`src/rtl/fetch_unit_pkg.sv`:
```
// Shared types and constants for the RV32I instruction fetch stage.
// Holds the queue entry layout, the reset PC, the NOP encoding and the queue depth.
package fetch_unit_pkg;

    localparam logic [31:0] RESET_PC_DEFAULT = 32'h0000_8000;
    localparam logic [31:0] NOP_INSTR        = 32'h0000_0013;
    localparam int          FETCH_QDEPTH     = 2;

    typedef struct packed {
        logic [31:0] instr;
        logic [31:0] pc;
    } fetch_entry_t;

    // Redirect targets are forced onto a word boundary.
    function automatic logic [31:0] align_pc(input logic [31:0] pc);
        return {pc[31:2], 2'b00};
    endfunction

endpackage

```
`src/rtl/fetch_queue.sv`:
```
// DEPTH-entry FIFO of {instr, pc} between instruction memory and decode.
// Enqueue and dequeue may happen together at any occupancy; flush empties it.
module fetch_queue
    import fetch_unit_pkg::*;
#(
    parameter int DEPTH = FETCH_QDEPTH,
    localparam int CW = $clog2(DEPTH + 1),
    localparam int PW = (DEPTH > 1) ? $clog2(DEPTH) : 1
) (
    input  logic          clk,
    input  logic          rst,
    input  logic          enq,
    input  fetch_entry_t  enq_data,
    input  logic          deq,
    input  logic          flush,
    output logic [CW-1:0] count,
    output fetch_entry_t  head
);

    fetch_entry_t mem [DEPTH];
    logic [PW-1:0] rd_ptr;
    logic [PW-1:0] wr_ptr;
    logic          wr_en;
    logic          rd_en;

    function automatic logic [PW-1:0] ptr_inc(input logic [PW-1:0] p);
        return (p == PW'(DEPTH - 1)) ? '0 : p + 1'b1;
    endfunction

    assign wr_en = enq && !flush;
    assign rd_en = deq && (count != '0) && !flush;
    assign head  = mem[rd_ptr];

    // When full, a same-cycle dequeue frees the slot the write lands in.
    always_ff @(posedge clk) begin
        if (wr_en) begin
            mem[wr_ptr] <= enq_data;
        end
    end

    always_ff @(posedge clk or posedge rst) begin
        if (rst) begin
            rd_ptr <= '0;
            wr_ptr <= '0;
            count  <= '0;
        end else if (flush) begin
            rd_ptr <= '0;
            wr_ptr <= '0;
            count  <= '0;
        end else begin
            if (wr_en) begin
                wr_ptr <= ptr_inc(wr_ptr);
            end
            if (rd_en) begin
                rd_ptr <= ptr_inc(rd_ptr);
            end
            count <= count + {{(CW-1){1'b0}}, wr_en} - {{(CW-1){1'b0}}, rd_en};
        end
    end

endmodule

```
`src/rtl/fetch_unit.sv`:
```
// Instruction fetch stage: owns the PC, issues 1-cycle-latency imem reads,
// buffers responses in fetch_queue and handles redirect flushes and halt.
module fetch_unit
    import fetch_unit_pkg::*;
#(
    parameter logic [31:0] RESET_PC = RESET_PC_DEFAULT,
    parameter int          DEPTH    = FETCH_QDEPTH
) (
    input  logic        clk,
    input  logic        rst,
    output logic        imem_req,
    output logic [31:0] imem_addr,
    input  logic [31:0] imem_rdata,
    input  logic        redirect,
    input  logic [31:0] redirect_pc,
    input  logic        halt,
    output logic [31:0] ir,
    output logic [31:0] ir_pc,
    output logic        ir_valid,
    input  logic        ir_ready
);

    localparam int CW = $clog2(DEPTH + 1);

    logic [31:0]   fetch_pc;
    logic [31:0]   inflight_pc;
    logic          inflight;
    logic          halted;
    logic [CW-1:0] count;
    fetch_entry_t  head;
    fetch_entry_t  enq_data;
    logic          deq;
    logic          flush;
    logic          enq;
    logic          issue;
    logic [CW:0]   occupancy;

    assign ir_valid  = (count != '0);
    assign deq       = ir_valid && ir_ready;
    assign flush     = redirect || halt;
    assign enq       = inflight && !flush;
    assign enq_data  = '{instr: imem_rdata, pc: inflight_pc};

    // Slots committed after this cycle; an in-flight word already owns one.
    assign occupancy = {1'b0, count} + {{CW{1'b0}}, inflight} - {{CW{1'b0}}, deq};
    assign issue     = !rst && !halted && !flush && (occupancy < (CW+1)'(DEPTH));

    assign imem_req  = issue;
    assign imem_addr = fetch_pc;
    assign ir        = ir_valid ? head.instr : NOP_INSTR;
    assign ir_pc     = ir_valid ? head.pc : 32'h0;

    always_ff @(posedge clk or posedge rst) begin
        if (rst) begin
            fetch_pc    <= RESET_PC;
            inflight    <= 1'b0;
            inflight_pc <= 32'h0;
            halted      <= 1'b0;
        end else begin
            inflight <= issue;
            if (issue) begin
                inflight_pc <= fetch_pc;
                fetch_pc    <= fetch_pc + 32'd4;
            end
            if (halt) begin
                halted <= 1'b1;
            end else if (redirect) begin
                fetch_pc <= align_pc(redirect_pc);
            end
        end
    end

    fetch_queue #(
        .DEPTH(DEPTH)
    ) u_queue (
        .clk      (clk),
        .rst      (rst),
        .enq      (enq),
        .enq_data (enq_data),
        .deq      (deq),
        .flush    (flush),
        .count    (count),
        .head     (head)
    );

endmodule

```
`config.mk`:
```
export PLATFORM = sky130hd
export DESIGN_NAME = fetch_unit
export DESIGN_NICKNAME = d
export VERILOG_FILES = /design/src/rtl/fetch_unit_pkg.sv /design/src/rtl/fetch_queue.sv /design/src/rtl/fetch_unit.sv
export SDC_FILE = /design/constraint.sdc
export NUM_CORES = 1
export LEC_CHECK = 0
export ABC_AREA = 1
export CORE_MARGIN = 1.5
export CORE_UTILIZATION = 40
export CTS_CLUSTER_DIAMETER = 60
export DETAILED_ROUTE_END_ITERATION = 12
export HOLD_SLACK_MARGIN = 0.1
export PLACE_DENSITY = 0.64
export REMOVE_ABC_BUFFERS = 1
export SYNTH_ARGS = -nofsm -noshare
export SYNTH_HDL_FRONTEND = slang
export SYNTH_SLANG_ARGS = --single-unit
```
`constraint.sdc`:
```
create_clock -name clk -period 4.3 [get_ports clk]
set_input_delay 0.86 -clock clk [delete_from_list [all_inputs] [get_ports clk]]
set_output_delay 0.86 -clock clk [all_outputs]
set_load 0.01 [all_outputs]
```
Cells coloured by class:
Scale: 2 px per um. Fill, decap, tap and diode cells in grey.
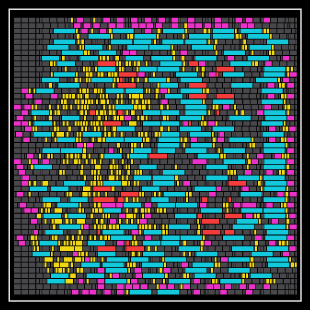
class	colour	cells
clock drivers and dummy loads	red	32
other buffers and delay cells	magenta	172
flip-flops	cyan	190
all other logic	yellow	577

M2 wires:
Scale: 3 px per um. Cells faint in the background.
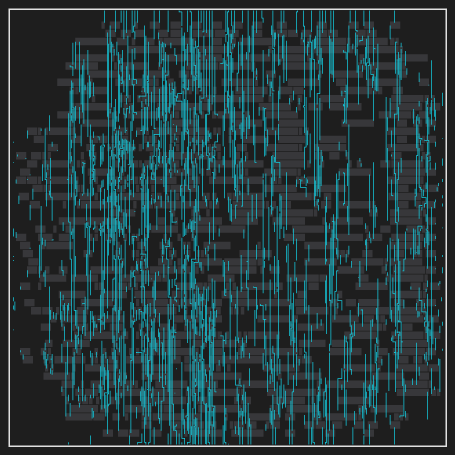
wire length on this layer	9,850 um
main direction	vertical
nets with wire on the layer	773
share of all routed wire	50%

Clock routing:
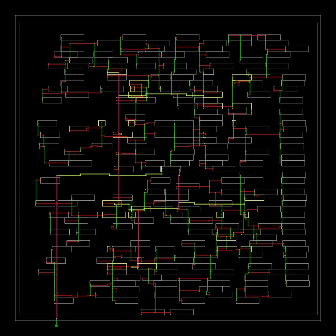
total of clock buffers placed in the layout: 22
Final Skew: 0.0119 ns
CTS sink count: 190
flop count: 190
clock insertion delay at the later pin of the skew report: 0.43 ns

Wires at chosen ports, followed through buffers:
Scale: 2 px per um.
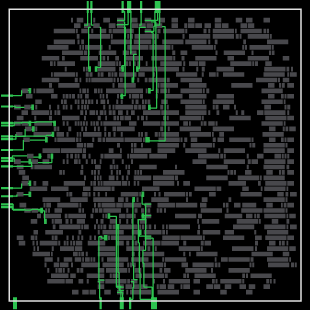
port	colour	bits	direction	end cells	buffers	wire
`redirect_pc`	green	32	input	30	30	943 um
IO Count: 167
Port Buffers: 160

==> results.yml <==
# physical design summary
outcome:
  result_of_the_run: "finished, final reports clean"
grt:
  track_usage_pct: 19.6
  first_global_vias: 5865
  grt.overflow.total: 0
  grt_util_met2_pct: 32.8
  antenna_violations_before_repair: 0
placement:
  dp_hpwl_um: 13000
cells_and_area:
  largest_cell_class: "sequential cells"
  fillCellCount: 1859
  non_clock_buffer_area_fraction_after_layout_pct: 16.4
  post-route-util_pct: 53.7
  finish.instance_area_um2: 10600
  clk_share_pct: 5.25
synth:
  ys_sh_mux_pct: 0
  synthDominantCellAreaShare_pct: 46.1
  post_synth_fa_ha_maj_area_fraction_pct: 0.867
  syn_avg_cell_area_um2: 10.1
  simple_gate_area_share_pct: 19.5
  async_flop_share_pct: 34.7
  yosys-dominant-comb-family: "simple AND/OR/NAND/NOR gates"
  postSynthRegisterBits: 190
  top_cells_by_count: "nand2_1 (275), edfxtp_1 (124), dfrtp_1 (65), a21oi_1 (63), inv_1 (56)"
final_timing:
  setup_violations: 0
  final_hold_viol_count: 0
  grt_setup_unrepaired: "no"
die:
  dieArea_um2: 21100
  die_x_um: 145
  core-area_um2: 19700
drt:
  route.antenna.remaining_nets: 0
  routed-wl-met3_um: 756
  post-route-drc-count: 0
pwr:
  powerSeq_mw: 2.04
  report.power.total_mw: 3.83
  power.ir.vdd_worst_uv: 269
  logic_power_comb_uw: 300
clocking:
  htreeDepth: 4
  clockBufferDepth: 2
flow_run:
  maxCapViolations: 0
  warnings: 27
worst_setup_path:
  worst_path_dominant_cell_family: "buffers and inverters"
worst_hold_path:
  worstHoldStart: "inflight_pc[11]$_DFFE_PP0N_"
Power and IR drop assume default switching activity.
